[src/rtl/cpu32_pkg.sv]
// Shared types for the 32-bit CPU front end: word width, fetch FSM states
// and the instruction-queue entry layout.
package cpu32_pkg;

  localparam int WORD_W = 32;

  typedef enum logic [1:0] {
    IDLE,
    FETCH,
    INCR,
    DRAIN
  } fetch_state_e;

  typedef struct packed {
    logic [WORD_W-1:0] pc;
    logic [WORD_W-1:0] instr;
  } q_entry_t;

endpackage

[src/rtl/fetch_queue.sv]
// Synchronous FIFO of {pc, instr} entries between fetch and decode.
// Supports push+pop in the same cycle (also when full); clear empties it at once.
module fetch_queue
  import cpu32_pkg::*;
#(
  parameter int QDEPTH = 4,
  parameter int QAW    = 2
) (
  input  logic              clk,
  input  logic              rst,
  input  logic              push,
  input  logic [WORD_W-1:0] push_pc,
  input  logic [WORD_W-1:0] push_instr,
  input  logic              pop,
  input  logic              clear,
  output logic              full,
  output logic              empty,
  output logic [WORD_W-1:0] head_pc,
  output logic [WORD_W-1:0] head_instr
);

  q_entry_t       mem_q [QDEPTH];
  logic [QAW-1:0] wr_ptr_q, wr_ptr_d;
  logic [QAW-1:0] rd_ptr_q, rd_ptr_d;
  logic [QAW:0]   count_q, count_d;
  logic           push_ok;
  logic           pop_ok;

  assign full  = (count_q == (QAW+1)'(QDEPTH));
  assign empty = (count_q == '0);

  // NOTE: entry storage has no reset; nothing reads it without a matching
  // count, and the head is masked to zero while the queue is empty.
  assign head_pc    = empty ? '0 : mem_q[rd_ptr_q].pc;
  assign head_instr = empty ? '0 : mem_q[rd_ptr_q].instr;

  // NOTE: every signal written here gets its default first, so no path can
  // leave one unassigned and infer a latch.
  always_comb begin
    push_ok  = push & (~full | pop);
    pop_ok   = pop & ~empty;
    wr_ptr_d = wr_ptr_q;
    rd_ptr_d = rd_ptr_q;
    count_d  = count_q;
    if (clear) begin
      wr_ptr_d = '0;
      rd_ptr_d = '0;
      count_d  = '0;
    end else begin
      if (push_ok) wr_ptr_d = wr_ptr_q + QAW'(1);
      if (pop_ok)  rd_ptr_d = rd_ptr_q + QAW'(1);
      case ({push_ok, pop_ok})
        2'b10:   count_d = count_q + (QAW+1)'(1);
        2'b01:   count_d = count_q - (QAW+1)'(1);
        default: count_d = count_q;
      endcase
    end
  end

  // NOTE: sequential state uses non-blocking assignments so every flop
  // samples the pre-edge values regardless of statement order.
  always_ff @(posedge clk) begin
    if (rst) begin
      wr_ptr_q <= '0;
      rd_ptr_q <= '0;
      count_q  <= '0;
    end else begin
      wr_ptr_q <= wr_ptr_d;
      rd_ptr_q <= rd_ptr_d;
      count_q  <= count_d;
    end
  end

  always_ff @(posedge clk) begin
    if (!clear && push_ok) begin
      mem_q[wr_ptr_q] <= '{pc: push_pc, instr: push_instr};
    end
  end

endmodule

[src/rtl/instr_fetch_unit.sv]
// Fetch stage: issues one word fetch at a time from the architectural PC,
// queues {pc, instr} for decode, pulses pcincr per accepted word, handles redirects.
module instr_fetch_unit
  import cpu32_pkg::*;
#(
  parameter int QDEPTH = 4,
  parameter int QAW    = 2
) (
  input  logic        clk,
  input  logic        rst,
  input  logic [31:0] pcin,
  output logic        pcincr,
  input  logic        flush,
  output logic        mem_req,
  output logic [31:0] mem_addr,
  input  logic        mem_ack,
  input  logic [31:0] mem_rdata,
  output logic        ir_valid,
  output logic [31:0] ir_data,
  output logic [31:0] ir_pc,
  input  logic        ir_ready
);

  fetch_state_e      state_q, state_d;
  logic              mem_req_q, mem_req_d;
  logic [WORD_W-1:0] mem_addr_q, mem_addr_d;
  logic              pend_incr_q, pend_incr_d;
  logic              q_push;
  logic              q_pop;
  logic              q_full;
  logic              q_empty;

  assign mem_req  = mem_req_q;
  assign mem_addr = mem_addr_q;
  assign ir_valid = ~q_empty;
  assign q_pop    = ir_valid & ir_ready & ~flush;
  // A redirect owns the PC this cycle, so it always beats the increment.
  assign pcincr   = pend_incr_q & ~flush;

  always_comb begin
    state_d     = state_q;
    mem_req_d   = mem_req_q;
    mem_addr_d  = mem_addr_q;
    pend_incr_d = pend_incr_q;
    q_push      = 1'b0;
    case (state_q)
      IDLE: begin
        if (!flush && !q_full) begin
          mem_addr_d = pcin;
          mem_req_d  = 1'b1;
          state_d    = FETCH;
        end
      end
      FETCH: begin
        if (mem_ack && !flush) begin
          q_push      = 1'b1;
          mem_req_d   = 1'b0;
          pend_incr_d = 1'b1;
          state_d     = INCR;
        end else if (mem_ack) begin
          mem_req_d = 1'b0;
          state_d   = IDLE;
        end else if (flush) begin
          state_d = DRAIN;
        end
      end
      INCR: begin
        pend_incr_d = 1'b0;
        state_d     = IDLE;
      end
      DRAIN: begin
        // The stale word still has to be retired on the bus before refetching.
        if (mem_ack) begin
          mem_req_d = 1'b0;
          state_d   = IDLE;
        end
      end
      default: state_d = IDLE;
    endcase
  end

  always_ff @(posedge clk) begin
    if (rst) begin
      state_q     <= IDLE;
      mem_req_q   <= 1'b0;
      mem_addr_q  <= '0;
      pend_incr_q <= 1'b0;
    end else begin
      state_q     <= state_d;
      mem_req_q   <= mem_req_d;
      mem_addr_q  <= mem_addr_d;
      pend_incr_q <= pend_incr_d;
    end
  end

  fetch_queue #(
    .QDEPTH(QDEPTH),
    .QAW   (QAW)
  ) u_queue (
    .clk       (clk),
    .rst       (rst),
    .push      (q_push),
    .push_pc   (mem_addr_q),
    .push_instr(mem_rdata),
    .pop       (q_pop),
    .clear     (flush),
    .full      (q_full),
    .empty     (q_empty),
    .head_pc   (ir_pc),
    .head_instr(ir_data)
  );

endmodule
[config.mk]
export PLATFORM = sky130hd
export DESIGN_NAME = instr_fetch_unit
export DESIGN_NICKNAME = d
export VERILOG_FILES = /design/src/rtl/cpu32_pkg.sv /design/src/rtl/fetch_queue.sv /design/src/rtl/instr_fetch_unit.sv
export SDC_FILE = /design/constraint.sdc
export NUM_CORES = 1
export LEC_CHECK = 0
export ABC_AREA = 1
export CELL_PAD_IN_SITES_DETAIL_PLACEMENT = 0
export CELL_PAD_IN_SITES_GLOBAL_PLACEMENT = 1
export CORE_MARGIN = 3
export CORE_UTILIZATION = 47
export DETAILED_ROUTE_END_ITERATION = 8
export PLACE_DENSITY = 0.92
export SYNTH_ARGS = -nofsm -noshare
export SYNTH_HDL_FRONTEND = slang
export SYNTH_SLANG_ARGS = --single-unit
[constraint.sdc]
create_clock -name clk -period 13.5 [get_ports clk]
set_clock_uncertainty 0.05 [all_clocks]
set_input_delay 2.7 -clock clk [delete_from_list [all_inputs] [get_ports clk]]
set_output_delay 2.7 -clock clk [all_outputs]
set_load 0.02 [all_outputs]
run_1/power_grid.png
The bar under the picture is 50 microns long. Pins as bars on the die edge.
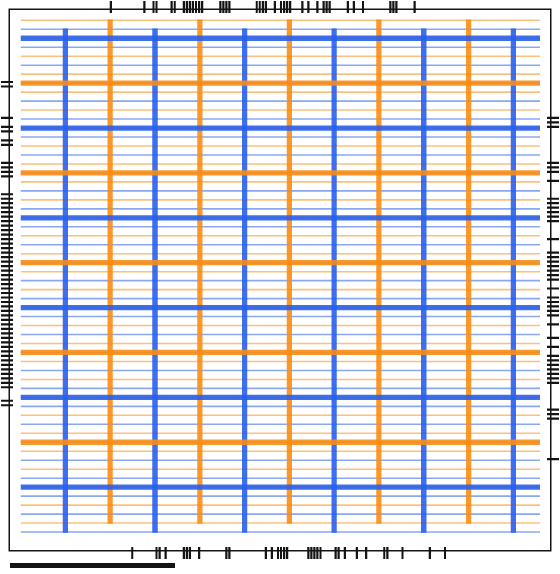
colour	net
orange	VDD
blue	VSS
met1 rails	58
rows	57
met4 straps	11
Die X: 164 microns
Worst VDD drop: 91.2 uV

run_1/congestion.png
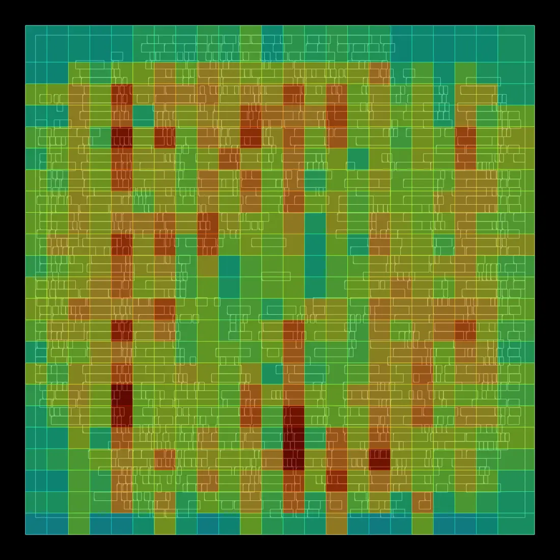
Total GRT Usage: 0.183
final core utilization: 0.598
GR Layer Usage met1: 0.239
met3 Usage GRT: 0.0416
Global Route met2 Usage: 0.314

==> impl_metrics.csv, run 1 <==
group,metric,value,unit
setup_path,r2r_setup_slack,10.60,ns
finish,stdcell_count,1483,
clock_network,numCtsBuffers,29,
hold_path,min_path_type,"reg -> reg",
yosys,topCellsByArea,"edfxtp_1 66%, nor2_1 8.5%, dfxtp_1 7.7%, o21ai_0 6.5%, a21oi_1 4.7%",
drt,post_drt_wl_per_cell,16.8,microns
clock_network,root_buffer,"clkbuf_16",
drt,post-route-drc-count,0,
finish,antennaDiodeCount,0,
global_route,overflow,0,
yosys,ys_types,24,
power,total_power,2.00,mW
yosys,synth_seq_share,0.736,
hold_path,hold_start,"mem_req",
clock_network,clk_latency,0.53,ns
drt,first_iter_violations,506,
setup_path,endpoint_kind,"output port",
finish,final_common_cell,"nor2_1",
drt,viasPerCell,5.12,
finish,synthToLayoutAreaGrowth,24.9,%
power,power_density,137,mW/mm^2
clock_network,cts_tree,"built",
hold_path,min_path_cells,2,
run_status,outcome,"finished, final reports clean",
setup_path,cp_max_fo,5,
placement,numPlacedInstances,1430,
placement,port_buffers,167,
final_timing,final_hold_viol_count,0,
final_timing,finalCriticalPeriod,6.70,ns
yosys,ys_area,0.0117,sq mm
setup_path,reg2reg_depth,6,
clock_network,cts_resized,0,
drt,ant_nets,0,
drt,wl,24900,microns
floorplanning,coreArea,0.0244,sq mm
drt,vias,7587,
yosys,synthCells,987,
setup_path,required,10.75,ns
flow_run,drv_cap,0,
run_1/placement_by_type.png
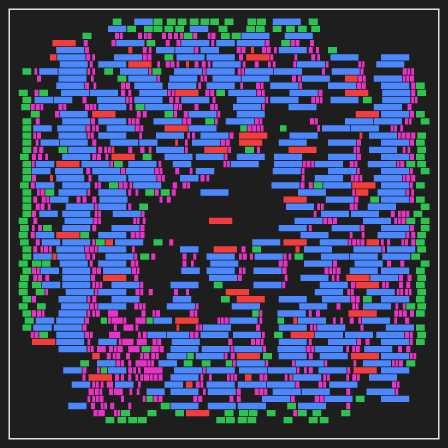
colour	class	cells	share of their area
red	clock drivers and dummy loads	53	7.1%
blue	sequential cells	301	61%
green	remaining buffers and delay cells	177	12%
magenta	combinational and other logic	628	20%

## run 1: per-layer routing
layer / GRT usage / vias to the layer above / part of all wire
met1: 0.239 / 3562 / 0.43
met2: 0.314 / 219 / 0.49
met4: 0.0454 / 10 / 0.016
met5: 0 / - / 0.0021
li1: - / 3754 / -
met3: 0.0416 / 42 / 0.069
## run 1: Yosys cell counts, drive strengths merged
cell type	number
nand2	17
buf	40
inv	53
o211ai	1
fa	1
a21oi	109
clkbuf	18
ha	5
dfxtp	45
nand3	6
nor3	1
xor2	1
o21a	1
and3	1
nor2	267
o21ai	165
edfxtp	256
## run 1: worst max path at each step
stage                 start                  end  slack (ns)  cells after the start
finish                flush               pcincr        6.80                      3
floorplan           mem_ack  u_queue.mem_q[0][0]        7.12                      4
global route          flush               pcincr        6.74                      3
detailed placement    flush               pcincr        6.80                      3
CTS                   flush               pcincr        6.79                      3
global placement      flush               pcincr        6.79                      3
## run 1: critical path, stage by stage
cell	delay, ns
clkdlybuf4s50_1	0.50
nor2_1	0.14
clkdlybuf4s50_1	0.61
## run 1: metrics by stage
step | worst slack (ns) | area (sq um) | hold WS (ns)
after floorplan | 7.12 | 11700 | 0.404
after global placement | 6.79 | 13600 | 0.402
after detailed placement | 6.80 | 13600 | 0.411
after CTS | 6.79 | 14600 | 0.416
after global routing | 6.74 | 14600 | 0.460
final | 6.80 | 14600 | 0.414
## run 1: cells by family (layout without fill, tap and decap cells)
family / count (synthesis) / after routing / share of synthesized area
DFF: 301 / 301 / 0.736
and+or+nand+nor: 292 / 292 / 0.0959
AOI/OAI and AO/OA: 276 / 276 / 0.119
buffers and inverters: 111 / 283 / 0.0418
adders and majority gates: 6 / 6 / 0.00707
xor gates and xnor gates: 1 / 1 / 0.000750
## run 1: sequential cells by signal, indices dropped and copies added (netlist names), named ones only
name and cells:
mem_req 1, u_queue.rd_ptr_q 2, u_queue.mem_q 256, u_queue.wr_ptr_q 2, mem_addr 32, state_q 2, u_queue.count_q 3, pend_incr_q 1
## run 1: layout make-up
type | count | area, sq um | share of cell area
clock inverter | 16 | 218 | 0.0149
sequential | 301 | 8590 | 0.589
clock buffer | 37 | 786 | 0.0539
timing repair buffer | 177 | 1750 | 0.120
tap | 324 | 405 | 0.0278
inverter | 53 | 200 | 0.0137
multi-input combinational | 575 | 2630 | 0.181
## run 1: report_power, final
group | internal (mW) | switching [mW]
clock | 0.507 | 0.325
sequential | 1.03 | 0.0167
combinational | 0.0543 | 0.0646
total | 1.59 | 0.406
==> inputs of run 2 (changes only) <==
Settings changed: CORE_UTILIZATION 47 to 39, PLACE_DENSITY 0.92 to 0.82.
Clock period 13.5 ns to 6.05 ns, I/O delays scaled along.
run_2/placement_by_type.png
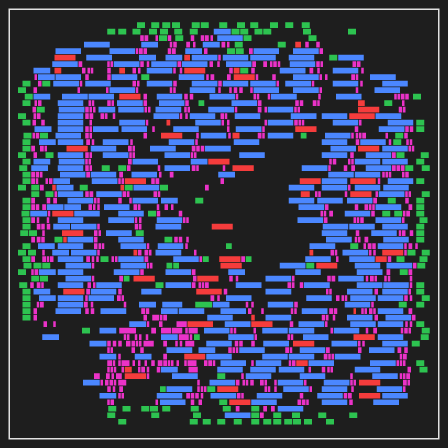
Rows: 62
Seq area share: 0.582
design area: 0.0148 sq mm
Core Area: 0.0291 sq mm

==> impl_metrics.csv, run 2 <==
group,metric,value,unit
final_timing,finalCriticalPeriod,4.87,ns
setup_path,critical_path.slowest_cell,"dfxtp_4",
clock_network,clk_latency,0.54,ns
hold_path,min_path_type,"reg -> reg",
drt,post_drt_wl_per_cell,17.6,microns
run_status,outcome,"finished, final reports clean",
drt,wl_met3,1880,microns
yosys,edf_count,256,
yosys,synth_dominant_cell_count,"nor2_1",
power,pwr-share-comb,0.058,
setup_path,cp_num_buf_inv,3,
yosys,ys_types,24,
floorplanning,die_w,179,microns
power,switching_share,0.213,
global_route,grtUsageTotal,0.167,
yosys,simple_gate_share,0.0959,
finish,final_common_cell,"nor2_1",
setup_path,cpPeakStageDelay,0.96,ns
yosys,synthTopLogicFamily,"AND-OR/OR-AND gates",
drt,first_iter_violations,540,
finish,largest_register_ffs,256,
drt,viasPerCell,4.96,
finish,antennaDiodeCount,0,
drt,wirelength_met1,11700,microns
run_2/clk_routes.png
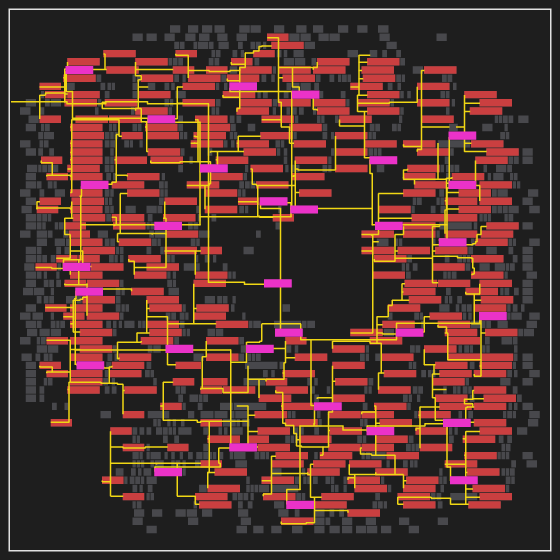
[magenta] clock drivers | count: 30
[yellow] clock wires | length: 3320 microns
[red] flip-flops | count: 301
flops lie	spread over the die

## run 2: cell counts after synthesis
No cell type changed its count.
## run 2: cells by family (layout without fill, tap and decap cells)
logic type      after synthesis  in the layout
compound gates              276            276
xor+xnor                      1              1
fa+ha+maj                     6              6
buf+inv                     111            287
flops                       301            301
simple gates                292            292
## run 2: area by class of cell
type	instances	area [sq um]
Fill cell	2542	14300
Clock buffer	36	857
Timing Repair Buffer	178	1770
Clock inverter	20	231
Sequential cell	301	8600
Inverter	53	200
Multi-Input combinational cell	575	2630
Tap cell	384	480
## run 2: power groups by stage
| stage | Clock, mW | Sequential [mW] | Combinational (mW) |
|---|---|---|---|
| after detailed placement | 0 | 2.39 | 0.270 |
| after floorplan | 0 | 2.40 | 0.0990 |
| final | 1.98 | 2.34 | 0.268 |
| after global placement | 0 | 2.39 | 0.268 |
| after global routing | 2.10 | 2.35 | 0.293 |
| after CTS | 2.02 | 2.34 | 0.272 |
## run 2: path summary, 6_finish.rpt
check                                         from                  to  depth (start not counted)
worst max register to register  u_queue.count_q[0]  u_queue.count_q[2]                         12
worst max-delay path                      register         ir_data[14]                          6
worst min register to register             mem_req             mem_req                          2
worst min-delay path                       mem_req             mem_req                          2
## run 2: layer usage
metal,global-route usage,vias up
li1,-,3740
met4,0.0354,6
met3,0.0419,46
met2,0.289,207
met5,0,-
met1,0.213,3674
## run 2: worst register-to-register path: stages (launching register included)
cell and delay (ns):
dfxtp_1 0.34, nor2_2 0.16, nand2_1 0.11, inv_2 0.59, buf_4 0.53, nor2_2 0.12, ha_1 0.22, inv_1 0.10
fa_1 0.20, nor2_1 0.05, nor2_1 0.13, nand3_1 0.09, a21oi_1 0.14
## run 2: through the flow
step	power (mW)	setup slack (ns)	cells
CTS	4.63	1.11	1547
floorplan	2.50	1.16	987
global route	4.74	0.950	1547
global placement	2.65	1.76	1491
detailed placement	2.66	1.69	1491
finish	4.59	1.18	1547
==> inputs of run 3 (changes only) <==
Settings changed: CORE_UTILIZATION 39 to 43, PLACE_DENSITY 0.82 to 0.86.
Clock period 6.05 ns to 4.5 ns, I/O delays scaled along.
run_3/congestion.png
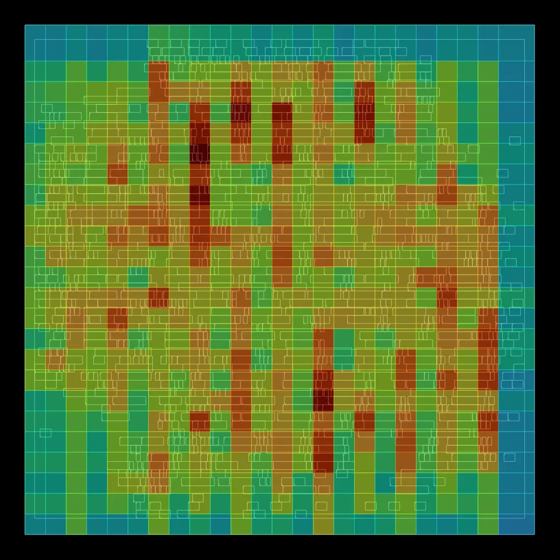
drt wl/cell: 17.6 microns
Total GRT Usage: 0.176
gr busiest metal: met2
Global Route met2 Usage: 0.289
met3 Usage GRT: 0.0427

run_3/placement_by_type.png
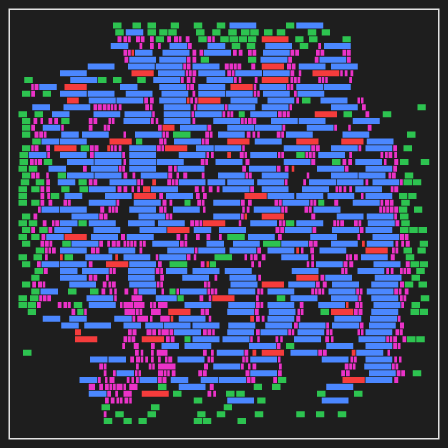
colour	class	cells	share of their area
blue	sequential cells	301	60%
green	remaining buffers and delay cells	181	13%
magenta	combinational and other logic	628	20%
red	clock drivers and dummy loads	54	6.7%
Core Area: 0.0264 sq mm
design area: 0.0146 sq mm
Seq area share: 0.587
final core utilization: 0.556
Rows: 59

==> impl_metrics.csv, run 3 <==
group,metric,value,unit
run_status,outcome,"finished, final reports clean",
yosys,topCellsByArea,"edfxtp_1 66%, nor2_1 8.5%, dfxtp_1 7.7%, o21ai_0 6.5%, a21oi_1 4.7%",
clock_network,clk_latency,0.53,ns
drt,wl_met3,2000,microns
clock_network,root_buffer,"clkbuf_16",
drt,wl,26400,microns
finish,largest_register_ffs,256,
yosys,synth-async-reset-ratio,0,
power,internal-power,4.71,mW
clock_network,numCtsBuffers,29,
power,pwr-share-seq,0.532,
power,p_clk_frac,0.407,
yosys,yosys_most_used_dff,"edfxtp_1",
setup_path,critical_path.slowest_cell,"dfxtp_4",
power,power_density,405,mW/mm^2
hold_path,min_to,"mem_req",
final_timing,final_hold_viol_count,0,
drt,viasPerCell,5.17,
finish,final_common_cell,"nor2_1",
power,switching_share,0.206,
final_timing,finalCriticalPeriod,4.12,ns
placement,port_buffers,167,
power,p_sw,1.22,mW
hold_path,min_path_cells,2,
setup_path,reg2reg_depth,6,
yosys,synth_dominant_cell_count,"nor2_1",
setup_path,r2r_start,"state_q[1]",
placement,place_area,0.0137,sq mm
finish,largest_register,"u_queue.mem_q",
yosys,edf_count,256,
placement,numPlacedInstances,1445,
finish,stdcell_count,1499,
setup_path,reg2reg_to,"u_queue.mem_q[3][60]",
yosys,ys_area,0.0117,sq mm
power,pwr-share-comb,0.061,
hold_path,hold_start,"mem_req",
hold_path,min_path_type,"reg -> reg",
global_route,overflow,0,
floorplanning,die_w,171,microns
yosys,synth_seq_share,0.736,
drt,vias,7745,
setup_path,endpoint_kind,"output port",
finish,antennaDiodeCount,0,
clock_network,cts_resized,0,
setup_path,r2r_setup_slack,2.13,ns
drt,top_layer,"met4",
clock_network,cts_tree,"built",
run 3: cell type report:
type / count / area, sq um
Clock buffer: 39 / 783
Fill cell: 2145 / 11700
Clock inverter: 15 / 176
Sequential cell: 301 / 8600
Multi-Input combinational cell: 575 / 2630
Tap cell: 335 / 419
Inverter: 53 / 200
Timing Repair Buffer: 181 / 1840
run 3: cells by family after synthesis:
logic type | count (synthesis) | share of synthesized area
buffers and inverters | 111 | 0.0418
AND-OR/OR-AND | 276 | 0.119
flip-flops | 301 | 0.736
XOR/XNOR | 1 | 0.000750
AND/OR/NAND/NOR | 292 | 0.0959
adder cells (fa/ha/maj) | 6 | 0.00707
run 3: per-stage QoR:
step | util | setup WS (ns) | hold slack, ns | power [mW]
floorplan | - | -0.0800 | 0.404 | 3.36
global placement | 0.519 | 0.985 | 0.418 | 3.57
detailed placement | 0.519 | 0.939 | 0.424 | 3.58
CTS | 0.556 | 0.361 | 0.445 | 5.98
global route | 0.556 | 0.178 | 0.466 | 6.12
finish | 0.556 | 0.381 | 0.429 | 5.93
run 3: layer usage:
| metal | vias up | track usage |
|---|---|---|
| li1 | 3750 | - |
| met1 | 3670 | 0.239 |
| met2 | 284 | 0.289 |
| met3 | 41 | 0.0427 |
| met4 | 0 | 0.0448 |
| met5 | - | 0 |
run 3: worst max-delay path by stage:
stage | slack (ns) | cells past startpoint | endpoint
after floorplan | -0.08 | 4 | u_queue.mem_q[0][0]
after detailed placement | 0.94 | 5 | ir_data[5]
final | 0.38 | 5 | ir_data[5]
after global routing | 0.18 | 5 | ir_data[5]
after global placement | 0.99 | 5 | ir_data[5]
after CTS | 0.36 | 5 | ir_data[5]
run 3: worst max-delay path, delay by kind of cell, from the launching register on:
kind | cells | cell delay (ns)
AOI/OAI and AO/OA | 2 | 0.33
buffers and inverters | 3 | 1.64
DFF | 1 | 0.63
run 3: power by group through the flow:
stage,clock network [mW],registers (mW),logic [mW]
3_3_place_gp,0,3.21,0.361
5_1_grt,2.57,3.16,0.394
3_5_place_dp,0,3.21,0.363
6_report,2.41,3.15,0.362
2_1_floorplan,0,3.23,0.133
4_1_cts,2.46,3.15,0.366
Power is estimated from default activity; no workload was simulated.
